run_1/closeup.png
Region (10, 63) to (60, 113) um. Cells in gray, sequential cells in the stronger gray; small squares are vias.
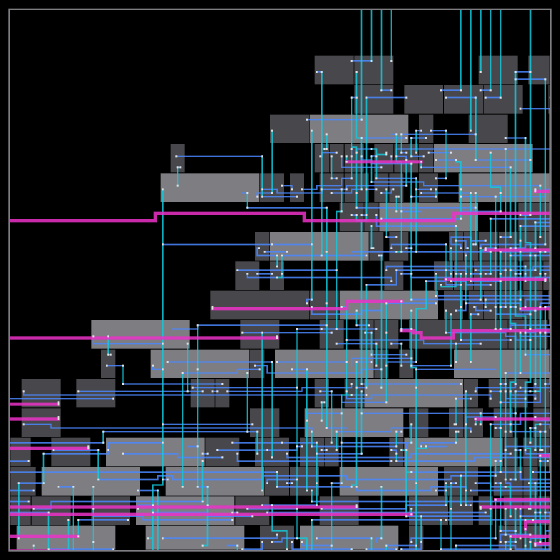
run_1/ff_map.png
Other sequential cells in the stronger gray, the rest of the logic in the fainter gray.
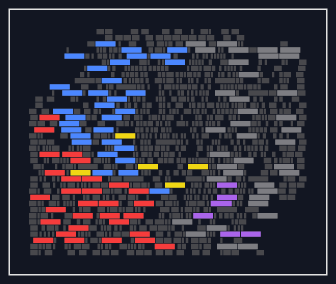
run_1/floorplan.png
Pins as bars on the die edge.
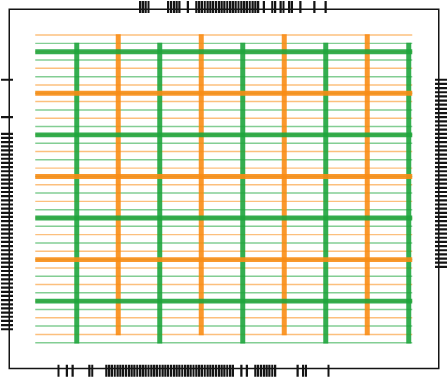
==> config.mk <==
export PLATFORM = sky130hd
export DESIGN_NAME = unidad_carga_almacenamiento_flat
export DESIGN_NICKNAME = d
export VERILOG_FILES = /design/src/rtl/unidad_carga_almacenamiento_pkg.sv /design/src/rtl/unidad_carga_almacenamiento_if.sv /design/src/rtl/unidad_carga_almacenamiento_alineador_datos.sv /design/src/rtl/unidad_carga_almacenamiento.sv /design/src/flat_wrapper.sv
export SDC_FILE = /design/constraint.sdc
export NUM_CORES = 1
export LEC_CHECK = 0
export ABC_AREA = 1
export CORE_AREA = 8 8 132 109
export CTS_BUF_LIST = sky130_fd_sc_hd__clkbuf_8 sky130_fd_sc_hd__clkbuf_16
export DETAILED_ROUTE_END_ITERATION = 8
export DIE_AREA = 0 0 140 117
export PLACE_DENSITY = 0.83
export SLEW_MARGIN = 20
export SYNTH_ARGS = -nofsm -noshare
export SYNTH_HDL_FRONTEND = slang
export SYNTH_SLANG_ARGS = --single-unit
==> constraint.sdc <==
create_clock -name Clk -period 4.09 [get_ports Clk]
set_clock_uncertainty 0.05 [all_clocks]
set_input_delay 0.409 -clock Clk [delete_from_list [all_inputs] [get_ports Clk]]
set_output_delay 0.409 -clock Clk [all_outputs]
set_load 0.005 [all_outputs]
==> qor.csv <==
stage,metric,value,unit
run_status,status,"complete, but fails checks",
run_status,violations,design-rule violations,
cells_and_area,clkCellAreaFrac,3.41,%
power_and_ir_drop,combPwrFrac,47.5,%
synth,yosys_area,5990,um^2
run,warnings,28,
floorplanning,chip_area,16400,um^2
cells_and_area,fillers,1043,
critical_path,arrival,2.92,ns
timing,setup-tns-final,0,ns
cells_and_area,nNonClkBuffers,210,
cells_and_area,post_route_cells_drive_above_1_share,6.47,%
cells_and_area,inverters,76,
floorplanning,taps,156,
cells_and_area,layout.nets,1090,
cts,clock_latency,0.36,ns
cells_and_area,area_growth,39.1,%
cells_and_area,n_antenna_cell,0,
routing,wire_per_inst,17.8,um
routing,dr.pass1.iters,8,
critical_path,path_delay_family,flip-flops,
timing,slew_violations,0,
routing,m1WireLength,8450,um
cts,clockBufferDepth,2,
cells_and_area,area_dominant_class,flip-flops and latches,
synth,synth-edff-count,0,
critical_path,required,4.34,ns
global_route,grt_use_met1,31.5,%
timing,worst_slew_pin_slew,0.895,ns
global_route,grt-ovfl-total,0,
synth,ys_cells,807,
synth,synthAdderAreaFrac,0.626,%
global_route,antenna_found_initial,0,
timing,final_hold_viol_count,0,
placed_design,gp_congestion,0.924,
power_and_ir_drop,power_switching,0.00208,W
routing,ant_nets,0,
timing,finalCritPeriodShare,65.3,%
power_and_ir_drop,maxPowerGroup,combinational cells,
routing,detail_route.vias_per_cell,5.44,
synth,aoi_share,15.1,%
cells_and_area,final_cells,1145,
timing,setup_viol,0,
cts,cts.repair.resized,0,
synth,synthArstFlopShare,100,%
synth,numSynthFlops,110,
routing,dr.max_layer_used,met4,
power_and_ir_drop,sw_frac_of_total,39.0,%
routing,wirelength,20400,um
synth,logic_family,simple AND/OR/NAND/NOR gates,
cts,cts_tree,built,
synth,ys_warn_count,0,
placed_design,placed_cell_area,8050,um^2
cts,h-tree-depth,3,
critical_path,path_class,register to register,
routing,wl_met2,9240,um
floorplanning,ios,204,
global_route,use_met2,39.0,%
synth,postSynthCellCount,807,
critical_path,crit_chain,"inv_2, nand2_2, buf_4, nand3_2, inv_1, nor2_1, o21ai_0, nand3_1, nand2_1",
cells_and_area,lay_top_cells,"nand2_1, clkdlybuf4s50_1, dfrtp_1, o21ai_0, inv_1",
critical_path,cp_slowest_stage_delay,0.84,ns
critical_path,ff2ff_path_depth,9,
timing,worst_slack,1.42,ns
placed_design,place_ws,1.54,ns
global_route,grt_util_all_layers,24.8,%
synth,yosys.area.top_type_share,45.5,%
synth,yosys_most_used_dff,dfrtp_1,
power_and_ir_drop,power.total,0.00532,W
global_route,grt_pass1_wl,31900,um
critical_path,crit_cells,9,
routing,wl_met3,2300,um
cells_and_area,logic_area,2740,um^2
timing,whs,0.124,ns
cts,cts_hold_buf,0,
placed_design,hpwl,15500,um
power_and_ir_drop,power_leakage,4.05,nW
power_and_ir_drop,p_per_area,638,nW/um^2
timing,slew_headroom,40.3,%
routing,drcViolationCount,1,
worst_hold_path,hp-class,input port to asynchronous set/reset pin,
timing,fmax,374,MHz
power_and_ir_drop,clk-power,0.000853,W
synth,synthTopCellsByArea,"dfrtp_1, nand2_1, o21ai_0",
synth,synth_xor_xnor_area_share,0,%
cells_and_area,design.seq.count,110,
floorplanning,fp_util,48.3,%
routing,drtIter0Drc,709,
placed_design,dpl.cell_count,1129,
synth,synth_cell_type_count,36,
cts,clkTransAtPathRegs,0.07,ns
placed_design,numPortBuffers,201,
critical_path,end_kind,register,
cells_and_area,nClkBuffers,10,
power_and_ir_drop,p_int,0.00324,W
cts,cts.sinks,110,
critical_path,cp_slowest_cell,dfrtp_1,
synth,ys_seq_share,46.0,%
power_and_ir_drop,seq_power_share,36.5,%
global_route,busiest_layer,met2,
timing,rsz0062_at_grt,false,
critical_path,critPathMaxFanout,27,
power_and_ir_drop,pwr-share-clk,16.0,%
synth,ys_sh_simple,29.8,%
floorplanning,rows,37,
cts,cts_inserted_buffers,9,
cells_and_area,final_cell_area,8330,um^2
global_route,grt.met3_usage,9.77,%
cells_and_area,sh_comb_area,32.9,%
routing,dr_total_vias,6228,
critical_path,regToRegSetupSlack,1.42,ns
global_route,grt_pass1_vias,5942,
synth,largest_area_cell,dfrtp_1,
synth,ys_sh_mux,0,%
timing,period_needed,2.67,ns
power_and_ir_drop,p_seq,0.00194,W
synth,syn_avg_cell_area,7.43,um^2
cells_and_area,layout.cells.most_common,nand2_1,
cells_and_area,buffer_area_share,24.9,%
global_route,grt_start_max_net_pins,70,
cts,cts_setup_buffers,0,
cells_and_area,post-route-util,67.2,%
critical_path,critPathLaunchType,register,
synth,netlist_area,5990,um^2
power_and_ir_drop,powerComb,0.00252,W
critical_path,cp.buffers_inverters,3,
run,cap_violations,0,
cells_and_area,logic_gates,577,
cts,cts-root-buf,clkbuf_16,
## Picture notes: closeup.png
| layer | color |
|---|---|
| M2 | cyan |
| M3 | magenta |
| M1 | blue |
most frequent: clkdlybuf4s50_1 (23), dfrtp_1 (22), inv_1 (16)
sequential cells in the window: 22
cells with their middle in the window: 133

## Picture notes: ff_map.png
| netlist name | color | placed flops |
|---|---|---|
| `u_core.state_q` | purple | 6 |
| `u_core.bus.Mem_Address` | red | 30 |
| `u_core.ctl_q` | yellow | 5 |
| `u_core.bus.Resp_RData` | blue | 32 |
FF/Latch Area: 2750 um^2
Seq/total area: 33.0%

## Picture notes: floorplan.png
| net | color |
|---|---|
| VSS | green |
| VDD | orange |
met1 rails: 38
met5 straps: 7
rows: 37
signal pins: 204
met4 straps: 9
Core Area: 12400 um^2
die extent in y: 117 um
Chip Width: 140 um
VDD IR max: 0.000295 V

run 1: cell usage after synthesis (4+ instances only):
| cell type | n |
|---|---|
| nand2_1 | 270 |
| dfrtp_1 | 109 |
| o21ai_0 | 82 |
| inv_1 | 70 |
| nand3_1 | 54 |
| nor2_1 | 41 |
| a21oi_1 | 29 |
| buf_2 | 21 |
| o211ai_1 | 21 |
| clkbuf_1 | 17 |
| or2_2 | 17 |
| o21ai_1 | 13 |
| nand4_1 | 12 |
| a2bb2oi_1 | 8 |
| inv_2 | 6 |
| buf_4 | 4 |
| nand3_2 | 4 |
| o22ai_1 | 4 |
Power figures rest on the tool's default switching activity, not on a simulated workload.
